Design dblbuf_seq, sky130hd; sources not shown.
Figure 1. Clock nets.
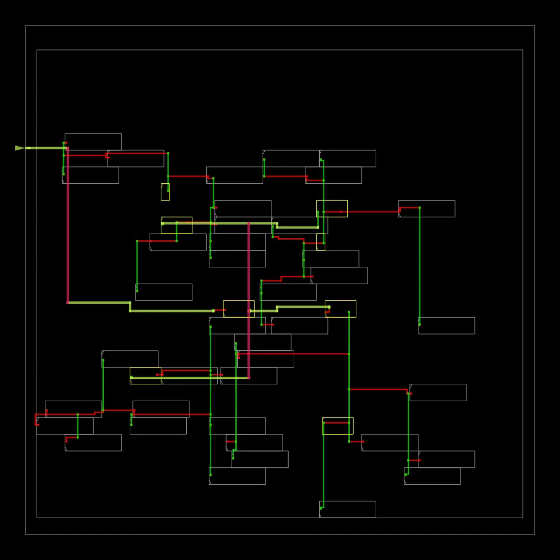
Late-Pin Clk Latency: 0.29 ns
clkbuf count: 8
Clock net power: 0.225 mW
TritonCTS Buffers: 5

Figure 2. Clock distribution.
Scale: 6 px per um.
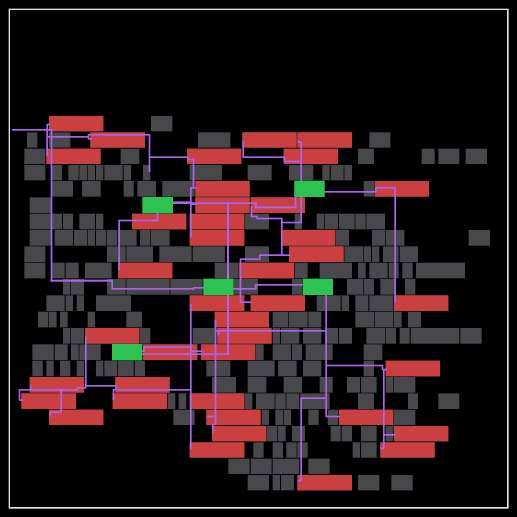
legend:
  flip-flops:
    colour: red
    count: 40
  clock drivers:
    colour: green
    count: 5
  clock wires:
    colour: purple
    length: 512 um
routed clock nets: 6
Clk pwr share: 0.309
Clock Skew: 0.00741 ns

Figure 3. I/O nets highlighted.
Scale: 6 px per um.
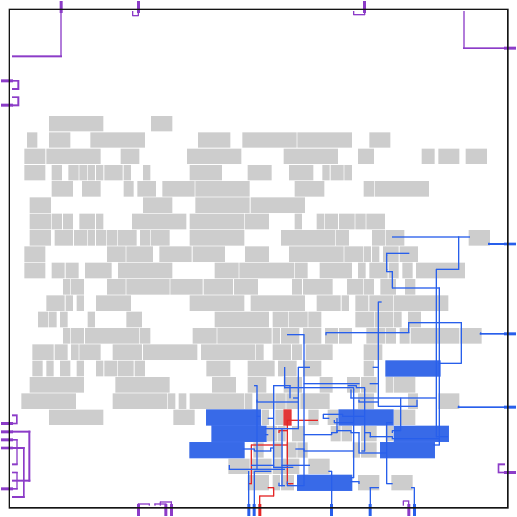
legend:
  out_data:
    colour: purple
    bits: 16
    direction: output
    edge: 7 left, 4 bottom, 3 top, 2 right
    end_cells: 0
    buffers: 0
    wire: 90.4 um
  r_en_n:
    colour: red
    bits: 1
    direction: output
    edge: bottom
    end_cells: 1
    buffers: 1
    wire: 37.2 um
  r_addr:
    colour: blue
    bits: 8
    direction: output
    edge: 5 bottom, 3 right
    end_cells: 8
    buffers: 8
    wire: 482 um
# IOs: 91
input/output buffers: 26

Figure 4. Metal 3.
Scale: 4 px per um.
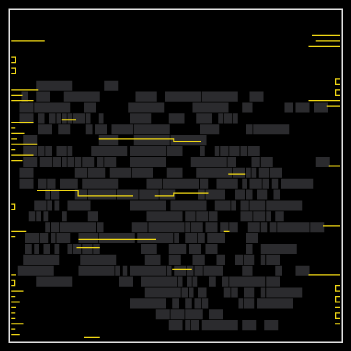
main direction: horizontal
wire length on this layer: 245 um
share of all routed wire: 5.1%
nets with wire on the layer: 43
M3 GR Usage: 0.0467
Routed WL: 4780 um
Via Count: 1728

==> results.sh <==
# implementation run metrics
export IMPL_status="complete, no violations"
export IMPL_fill_cells=586
export IMPL_ff_count=40
export IMPL_seq_share=0.380
export IMPL_clock_fmax_mhz=365
export IMPL_rows=28
export IMPL_cts_tree="done"
export IMPL_critPathLaunchType="input port"
export IMPL_final_period_utilization=0.559
export IMPL_common_cells="buf_4, dfrtp_1, nand2_1"
export IMPL_avgSynthCellArea_um2=10.0
export IMPL_fin_ws_ns=2.16
export IMPL_antenna_found_initial=0
export IMPL_arrival_ns=2.25
export IMPL_p_per_area_mw_per_mm2=276
export IMPL_htreeDepth=2
export IMPL_worst_slew_pin_slew_ns=0.875
export IMPL_setup_tns_ns=0
export IMPL_seqCellArea_mm2=0.00100
export IMPL_taps=75
export IMPL_avgViaCountPerCell=5.49
export IMPL_die_h_um=82.9
export IMPL_nNonClkBuffers=26
export IMPL_yosys_stat_cells=255
export IMPL_postSynthSeqShare=0.392
export IMPL_path_clk_slew_ns=0.07
export IMPL_ant_nets=0
export IMPL_cts_root_buffer="clkbuf_8"
export IMPL_hold_buffers=0
export IMPL_ys_types=50
export IMPL_synthCells=255
export IMPL_postLayoutCellArea_mm2=0.00264
export IMPL_rsz0062_at_grt="no"
export IMPL_grt_max_degree=41
export IMPL_gr_total_overflow=0
export IMPL_crit_type="input port to output port"
export IMPL_comb_area_frac=0.444
export IMPL_crit_fanout=6
export IMPL_syn_nets=295
export IMPL_coreArea_mm2=0.00603
export IMPL_warnings=26
export IMPL_ff_type="dfrtp_1"
export IMPL_cts_sinks=40
export IMPL_post_place_ws_ns=2.16
export IMPL_synth_area_leader_cell="dfrtp_1"
export IMPL_top_cell_area_share=0.392
export IMPL_yosys_area_mm2=0.00255
export IMPL_synthToLayoutAreaGrowth_pct=3.38
export IMPL_hold_path_class="input port to async pin"
export IMPL_antennaDiodeCount=0
export IMPL_post_cts_buffers=0
export IMPL_inv_count=7
export IMPL_enable_flop_cells=0
export IMPL_ys_flops=40
export IMPL_drive_above_1_share=0.133
export IMPL_hold_viol=0
export IMPL_chipArea_mm2=0.00687
export IMPL_fp_util=0.423
export IMPL_die_w_um=82.9
export IMPL_clock_path_buffers=2
export IMPL_vdd_ir_drop_max_v=0.000135
export IMPL_wire_per_inst_um=15.2
export IMPL_largestClassByArea="combinational gates"
export IMPL_buf_share=0.0968
export IMPL_remaining_drc_errors=0
export IMPL_period_needed_ns=2.74
export IMPL_drtIter0Drc=104
export IMPL_comb_multi_input_count=159
export IMPL_ctsResizeCount=0
export IMPL_syn_area_mm2=0.00255
export IMPL_clock_area_frac=0.0342
export IMPL_yosysWarnings=6
export IMPL_topCellsByArea="dfrtp_1, buf_4, mux2_2"
export IMPL_dr_pass1_iters=5
export IMPL_setup_worst_path_end_class="output port"
export IMPL_grt_usage=0.150
export IMPL_grt_pass1_vias=1651
export IMPL_dp_hpwl_um=3480
export IMPL_place_area_mm2=0.00255
export IMPL_grt_pass1_wl_um=8200
export IMPL_slew_headroom=0.417
export IMPL_maxCapViolCount=0
export IMPL_leakage_nw=1.18
export IMPL_slew_viol_final=0
export IMPL_required_ns=4.41
export IMPL_async_flop_share=1.00
export IMPL_combGateArea_mm2=0.00117
export IMPL_nets=279
export IMPL_rrSetupSlack_ns=2.77
export IMPL_reg2reg_depth=7
export IMPL_finalSetupViolations=0
-- stage by stage --
stage	power, mW	hold WS (ns)	utilization	std cells
floorplan	0.552	0.194	-	255
global placement	0.506	0.486	0.423	307
detailed placement	0.510	0.496	0.423	307
CTS	0.736	0.352	0.438	315
global route	0.766	0.385	0.438	315
finish	0.728	0.315	0.438	315
-- per-layer routing --
| metal | vias up | track usage | part of all wire |
|---|---|---|---|
| met2 | 41 | 0.229 | 0.46 |
| met1 | 840 | 0.186 | 0.47 |
| met5 | - | - | 0 |
| li1 | 832 | - | - |
| met3 | 15 | 0.0467 | 0.051 |
| met4 | 0 | 0.0606 | 0.019 |
-- critical path, stage by stage --
cell and delay (ns):
clkdlybuf4s50_1 0.42, nand2b_1 0.20, and2_1 0.22, inv_2 0.11, clkdlybuf4s50_1 0.81
-- logic make-up after synthesis --
group,Yosys count,synth area share
adder cells (fa/ha/maj),3,0.0147
XOR/XNOR,19,0.0760
AND-OR/OR-AND,49,0.133
buffers and inverters,56,0.149
flip-flops,40,0.392
AND/OR/NAND/NOR,71,0.152
multiplexers,17,0.0829
-- placed cells by master, fill, tap and decap left out, types with 4 or more instances in the layout --
cell and count:
xnor2_1 11, o31ai_1 5, nand4_1 5, nor3_1 5, o21ai_0 15, a31oi_1 4
a21oi_1 4, nand3_1 8, xor2_1 6, nor2_1 8, dfrtp_1 40, inv_1 5
mux2_4 6, clkdlybuf4s50_1 25, nand2_1 23, mux2_2 9, clkbuf_8 6
-- power breakdown --
part	internal [mW]	total, mW	switching [mW]
Clock	0.115	0.225	0.110
Combinational	0.0477	0.131	0.0836
Sequential	0.344	0.371	0.0276
Power figures rest on the tool's default switching activity, not on a simulated workload.
